### src/rtl/alu_mdu_if.sv
// Request/response bundle between the multicycle controller and alu_mdu.
interface alu_mdu_if #(
    parameter int WIDTH = 32
);
    logic             start;
    logic [3:0]       F;
    logic [WIDTH-1:0] A;
    logic [WIDTH-1:0] B;
    logic             ready;
    logic             done;
    logic [WIDTH-1:0] Y;
    logic             Zero;
    logic             Ovf;
    logic             DivZero;

    modport master (
        output start, F, A, B,
        input  ready, done, Y, Zero, Ovf, DivZero
    );

    modport slave (
        input  start, F, A, B,
        output ready, done, Y, Zero, Ovf, DivZero
    );
endinterface

### src/rtl/alu_mdu.sv
// Multi-cycle ALU with unsigned multiply/divide into HI/LO.
// Single-cycle ops complete on the accept edge; MULTU/DIVU iterate WIDTH edges.
module alu_mdu #(
    parameter int WIDTH = 32,
    parameter int CNT_W = $clog2(WIDTH+1)
) (
    input logic     clk,
    input logic     reset,
    alu_mdu_if.slave bus
);
    typedef enum logic [1:0] {IDLE, MUL, DIV} state_t;

    state_t           state_q, state_d;
    logic [WIDTH-1:0] opa_q, opa_d;
    logic [WIDTH-1:0] opb_q, opb_d;
    logic [WIDTH-1:0] acc_hi_q, acc_hi_d;
    logic [WIDTH-1:0] acc_lo_q, acc_lo_d;
    logic [WIDTH-1:0] hi_q, hi_d;
    logic [WIDTH-1:0] lo_q, lo_d;
    logic [WIDTH-1:0] y_q, y_d;
    logic [CNT_W-1:0] cnt_q, cnt_d;
    logic             done_q, done_d;
    logic             zero_q, zero_d;
    logic             ovf_q, ovf_d;
    logic             divz_q, divz_d;

    logic [WIDTH-1:0] bb, sum, alu_y;
    logic             alu_ovf;
    logic [WIDTH:0]   mul_sum;
    logic [WIDTH-1:0] mul_hi_n, mul_lo_n;
    logic [WIDTH:0]   div_sh, div_diff;
    logic             div_ok;
    logic [WIDTH-1:0] div_hi_n, div_lo_n;

    // Single-cycle datapath: F[2] inverts B and feeds carry-in.
    always_comb begin
        bb      = bus.F[2] ? ~bus.B : bus.B;
        sum     = bus.A + bb + {{(WIDTH-1){1'b0}}, bus.F[2]};
        alu_ovf = 1'b0;
        alu_y   = '0;
        if (!bus.F[3]) begin
            case (bus.F[1:0])
                2'b00: alu_y = bus.A & bb;
                2'b01: alu_y = bus.A | bb;
                2'b10: alu_y = sum;
                2'b11: alu_y = bus.F[2] ? {{(WIDTH-1){1'b0}}, sum[WIDTH-1]} : sum;
            endcase
            if (bus.F[1:0] == 2'b10 || bus.F[2:0] == 3'b011)
                alu_ovf = (bus.A[WIDTH-1] == bb[WIDTH-1]) && (sum[WIDTH-1] != bus.A[WIDTH-1]);
        end else if (bus.F[2:0] == 3'b010) begin
            alu_y = hi_q;
        end else if (bus.F[2:0] == 3'b011) begin
            alu_y = lo_q;
        end
    end

    // One shift-add step (LSB-first) and one restoring-divide step (MSB-first).
    always_comb begin
        mul_sum  = {1'b0, acc_hi_q} + {1'b0, (opb_q[0] ? opa_q : {WIDTH{1'b0}})};
        mul_hi_n = mul_sum[WIDTH:1];
        mul_lo_n = {mul_sum[0], acc_lo_q[WIDTH-1:1]};
        // Remainder stays below B, so the top bit of the difference is the borrow.
        // With B == 0 every step succeeds: quotient all ones, remainder ends as A.
        div_sh   = {acc_hi_q, acc_lo_q[WIDTH-1]};
        div_diff = div_sh - {1'b0, opb_q};
        div_ok   = ~div_diff[WIDTH];
        div_hi_n = div_ok ? div_diff[WIDTH-1:0] : div_sh[WIDTH-1:0];
        div_lo_n = {acc_lo_q[WIDTH-2:0], div_ok};
    end

    // Control FSM and next-state for all registers.
    always_comb begin
        state_d  = state_q;
        opa_d    = opa_q;
        opb_d    = opb_q;
        acc_hi_d = acc_hi_q;
        acc_lo_d = acc_lo_q;
        hi_d     = hi_q;
        lo_d     = lo_q;
        y_d      = y_q;
        cnt_d    = cnt_q;
        zero_d   = zero_q;
        ovf_d    = ovf_q;
        divz_d   = divz_q;
        done_d   = 1'b0;
        case (state_q)
            IDLE: begin
                if (bus.start) begin
                    if (bus.F == 4'b1000 || bus.F == 4'b1001) begin
                        opa_d    = bus.A;
                        opb_d    = bus.B;
                        acc_hi_d = '0;
                        acc_lo_d = (bus.F[0]) ? bus.A : '0;
                        cnt_d    = CNT_W'(WIDTH);
                        state_d  = bus.F[0] ? DIV : MUL;
                    end else begin
                        y_d    = alu_y;
                        zero_d = (alu_y == '0);
                        ovf_d  = alu_ovf;
                        done_d = 1'b1;
                    end
                end
            end
            MUL: begin
                acc_hi_d = mul_hi_n;
                acc_lo_d = mul_lo_n;
                opb_d    = opb_q >> 1;
                cnt_d    = cnt_q - 1'b1;
                if (cnt_q == CNT_W'(1)) begin
                    hi_d    = mul_hi_n;
                    lo_d    = mul_lo_n;
                    y_d     = mul_lo_n;
                    zero_d  = (mul_lo_n == '0);
                    ovf_d   = 1'b0;
                    done_d  = 1'b1;
                    state_d = IDLE;
                end
            end
            DIV: begin
                acc_hi_d = div_hi_n;
                acc_lo_d = div_lo_n;
                cnt_d    = cnt_q - 1'b1;
                if (cnt_q == CNT_W'(1)) begin
                    hi_d    = div_hi_n;
                    lo_d    = div_lo_n;
                    y_d     = div_lo_n;
                    zero_d  = (div_lo_n == '0);
                    ovf_d   = 1'b0;
                    divz_d  = (opb_q == '0);
                    done_d  = 1'b1;
                    state_d = IDLE;
                end
            end
            default: state_d = IDLE;
        endcase
    end

    // State registers; reset wins over any operation in flight.
    always_ff @(posedge clk) begin
        if (reset) begin
            state_q  <= IDLE;
            opa_q    <= '0;
            opb_q    <= '0;
            acc_hi_q <= '0;
            acc_lo_q <= '0;
            hi_q     <= '0;
            lo_q     <= '0;
            y_q      <= '0;
            cnt_q    <= '0;
            done_q   <= 1'b0;
            zero_q   <= 1'b1;
            ovf_q    <= 1'b0;
            divz_q   <= 1'b0;
        end else begin
            state_q  <= state_d;
            opa_q    <= opa_d;
            opb_q    <= opb_d;
            acc_hi_q <= acc_hi_d;
            acc_lo_q <= acc_lo_d;
            hi_q     <= hi_d;
            lo_q     <= lo_d;
            y_q      <= y_d;
            cnt_q    <= cnt_d;
            done_q   <= done_d;
            zero_q   <= zero_d;
            ovf_q    <= ovf_d;
            divz_q   <= divz_d;
        end
    end

    assign bus.ready   = (state_q == IDLE);
    assign bus.done    = done_q;
    assign bus.Y       = y_q;
    assign bus.Zero    = zero_q;
    assign bus.Ovf     = ovf_q;
    assign bus.DivZero = divz_q;
endmodule

### src/flat_wrapper.sv
// flat-port wrapper written by rule: the top's interface ports become plain ports
module alu_mdu_flat 
#(
    parameter int WIDTH = 32,
    parameter int CNT_W = $clog2(WIDTH+1)
)
  (clk, reset, bus_start, bus_F, bus_A, bus_B, bus_ready, bus_done, bus_Y, bus_Zero, bus_Ovf, bus_DivZero);
  alu_mdu_if #(.WIDTH(WIDTH)) bus_i ();
  input logic clk;
  input logic reset;
  input wire logic [$bits(bus_i.start)-1:0] bus_start;
  input wire logic [$bits(bus_i.F)-1:0] bus_F;
  input wire logic [$bits(bus_i.A)-1:0] bus_A;
  input wire logic [$bits(bus_i.B)-1:0] bus_B;
  output wire logic [$bits(bus_i.ready)-1:0] bus_ready;
  output wire logic [$bits(bus_i.done)-1:0] bus_done;
  output wire logic [$bits(bus_i.Y)-1:0] bus_Y;
  output wire logic [$bits(bus_i.Zero)-1:0] bus_Zero;
  output wire logic [$bits(bus_i.Ovf)-1:0] bus_Ovf;
  output wire logic [$bits(bus_i.DivZero)-1:0] bus_DivZero;
  assign bus_i.start = bus_start;
  assign bus_i.F = bus_F;
  assign bus_i.A = bus_A;
  assign bus_i.B = bus_B;
  assign bus_ready = bus_i.ready;
  assign bus_done = bus_i.done;
  assign bus_Y = bus_i.Y;
  assign bus_Zero = bus_i.Zero;
  assign bus_Ovf = bus_i.Ovf;
  assign bus_DivZero = bus_i.DivZero;
  alu_mdu #(.WIDTH(WIDTH), .CNT_W(CNT_W)) u_core (.clk(clk), .reset(reset), .bus(bus_i));
endmodule
### config.mk
export PLATFORM = sky130hd
export DESIGN_NAME = alu_mdu_flat
export DESIGN_NICKNAME = d
export VERILOG_FILES = /design/src/rtl/alu_mdu_if.sv /design/src/rtl/alu_mdu.sv /design/src/flat_wrapper.sv
export SDC_FILE = /design/constraint.sdc
export NUM_CORES = 1
export LEC_CHECK = 0
export CAP_MARGIN = 20
export CORE_UTILIZATION = 35
export CTS_CLUSTER_DIAMETER = 80
export DETAILED_ROUTE_END_ITERATION = 8
export PLACE_DENSITY = 0.52
export RECOVER_POWER = 50
export SYNTH_ARGS = -nofsm -noshare
export SYNTH_HDL_FRONTEND = slang
export SYNTH_SLANG_ARGS = --single-unit
### constraint.sdc
create_clock -name clk -period 4.7 [get_ports clk]
set_input_delay 0.47 -clock clk [delete_from_list [all_inputs] [get_ports clk]]
set_output_delay 0.47 -clock clk [all_outputs]
set_load 0.02 [all_outputs]
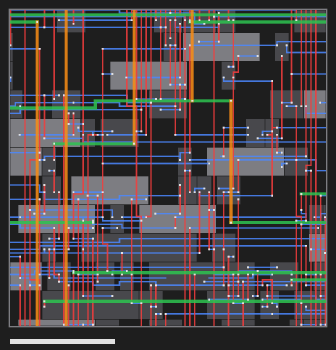
(layout detail)
Bar = 10 um. Region (100, 100) to (130, 130) um. Cells in grey, sequential cells in the stronger grey; small squares are vias.
orange -> metal 4
blue -> metal 1
green -> metal 3
red -> metal 2
sequential cells in the window = 7
cells with their middle in the window = 45
most frequent = nand2_1 (9), dfxtp_1 (7), a21oi_1 (6)
netlist names of flops here include = u_core.opa_q (5), u_core.lo_q (2)

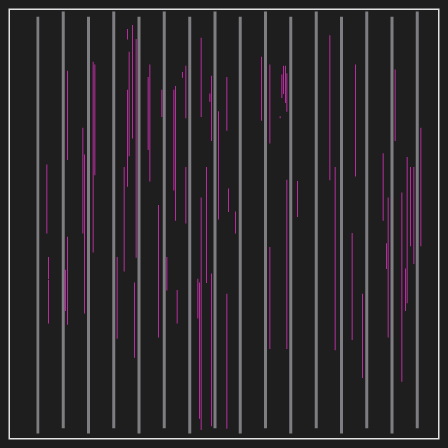
(signal wires on met4)
Supply wires on this layer in grey.
nets with wire on the layer = 54
wire length on this layer = 3120 um
number of vias after detailed routing: 18500
total wire length: 73.4 mm

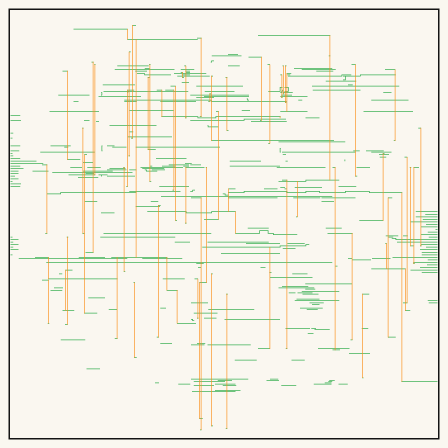
(metal layers overlaid)
Two of the layers only.
orange -> metal 4  # wire length 3120 um
green -> metal 3  # wire length 4170 um
per-cell routed wire length: 23.2 um
total global routing track utilization: 0.272

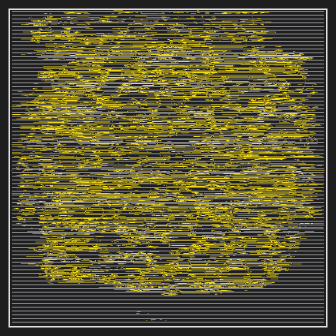
(M1 wires)
Supply wires on this layer in grey.
main direction = horizontal
share of all routed wire = 44%
grt met1 use: 0.363

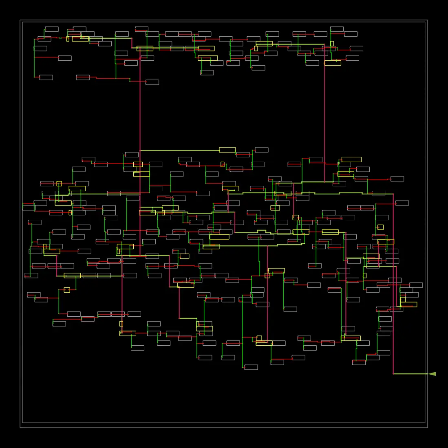
(clock nets)
setup clock skew after layout: 19.1 ps
number of buffers created by CTS: 29
Flops: 236

[layer usage]
metal  vias to the layer above  share of wire
li1                       8815              -
met1                      8882           0.44
met2                       647           0.46
met3                       143          0.057
met4                         2          0.042
met5                         -        0.00018
[worst reg2reg max path, stage by stage (launching register included)]
cell and delay, ps:
sky130_fd_sc_hd__dfxtp_1 390, sky130_fd_sc_hd__inv_1 110, sky130_fd_sc_hd__ha_2 430, sky130_fd_sc_hd__clkbuf_1 1100, sky130_fd_sc_hd__clkinv_1 960, sky130_fd_sc_hd__clkbuf_1 540
sky130_fd_sc_hd__nor2_1 470, sky130_fd_sc_hd__a31oi_1 140, sky130_fd_sc_hd__a21oi_1 190
[Yosys cell counts, drive strengths merged, types with 25 or more instances]
master and number:
inv 135, clkbuf 122, a21o 40, xor2 54, ha 134, o211ai 30
and3 27, a31oi 40, nor2 258, nand3 25, buf 31, o21ai 105
nor3 59, dfxtp 236, a21oi 173, nand2 233, a211oi 114, xnor2 52
and2 43, mux2i 105
[worst paths after layout]
| kind | from | endpoint | slack, ps | depth (start not counted) |
|---|---|---|---|---|
| setup / recovery | u_core.state_q[0] | u_core.bus.Y[29] | 310 | 8 |
| hold / removal | reset | u_core.opa_q[27] | 270 | 2 |
| setup reg to reg | u_core.state_q[0] | u_core.bus.Y[29] | 310 | 8 |
| hold reg to reg | u_core.opa_q[20] | u_core.opa_q[20] | 450 | 2 |
[report_power, final]
group          internal [mW]  switching, mW
Clock                   1.35          0.974
Combinational           1.02           1.78
Sequential              2.17          0.163
Total                   4.54           2.91
[area by class of cell]
cell class / instances / share of cell area
sequential: 236 / 0.223
tap: 680 / 0.0402
clock inverter: 16 / 0.00834
timing repair buffer: 192 / 0.0823
clock buffer: 38 / 0.0373
inverter: 136 / 0.0241
multi-input combinational: 1863 / 0.584
antenna: 1 / 0.000118
==> metrics.csv <==
stage,metric,value,unit
setup_path,crit-path max cell delay,1100,ps
logic_synthesis,Post-synth top flop,sky130_fd_sc_hd__dfxtp_1,
power,total design power,7.45,mW
clock_network,Hold Buf Count CTS,0,
min_path,Hold/Removal Path Class,in2reg,
global_routing,global-route track usage on met2,0.445,
setup_path,most repeated library cell on the critical path,sky130_fd_sc_hd__clkbuf_1,
logic_synthesis,cell count after synthesis,2388,
floorplan,io pins,108,
job,count of max-cap constraint violations,3,
setup_path,critical path type,reg2reg,
cells_and_area,final standard cell count with taps included and fillers excluded,3162,
global_routing,met3 Usage GRT,0.0324,
clock_network,clk buf depth,3,
logic_synthesis,count of flip-flops with a built-in enable after synthesis,0,
floorplan,Die W,230,um
timing,maximum clock rate,228,MHz
detailed_routing,count of nets left with antenna violations after detail routing,0,
detailed_routing,number of violations reported at the end of detailed-routing iteration 0,1865,
setup_path,cell class contributing the biggest share of worst-path delay,buffers and inverters,
detailed_routing,number of vias per cell after detailed routing,5.85,
placed_design,Port Buffers,107,
power,maximum vdd ir drop,294,uV
cells_and_area,fraction of layout instances using a drive strength above 1,0.0653,
status,violated checks,"capacitance limit, slew limit",
logic_synthesis,number of distinct library cells after synthesis,78,
setup_path,Crit path required time,5220,ps
cells_and_area,dominant logic cell types in the final layout,"257 x sky130_fd_sc_hd__nor2_1, 236 x sky130_fd_sc_hd__dfxtp_1, 233 x sky130_fd_sc_hd__nand2_1",
logic_synthesis,average cell area after synthesis,7.59,um2
timing,setup repair after global routing missed its margin,false,
logic_synthesis,"synthesized-area fraction occupied by ao, oa, aoi and oai cells",0.276,
cells_and_area,Commonest Layout Cell,sky130_fd_sc_hd__nor2_1,
floorplan,chip height,230,um
timing,total setup violations reported at the end of the flow,0,
global_routing,Top Usage Layer GRT,met2,
placed_design,total instance count after detailed placement,3107,
clock_network,clock edge transition at the registers on the reported setup and hold paths,60,ps
logic_synthesis,portion of netlist area occupied by mux cells,0.0588,
status,outcome,"complete, but fails checks",
cells_and_area,Post-Route Utilization,0.413,
timing,final count of pins violating max slew,91,
global_routing,pin count of the biggest net entering global routing,158,
cells_and_area,nets,2666,
Power figures rest on the tool's default switching activity, not on a simulated workload.
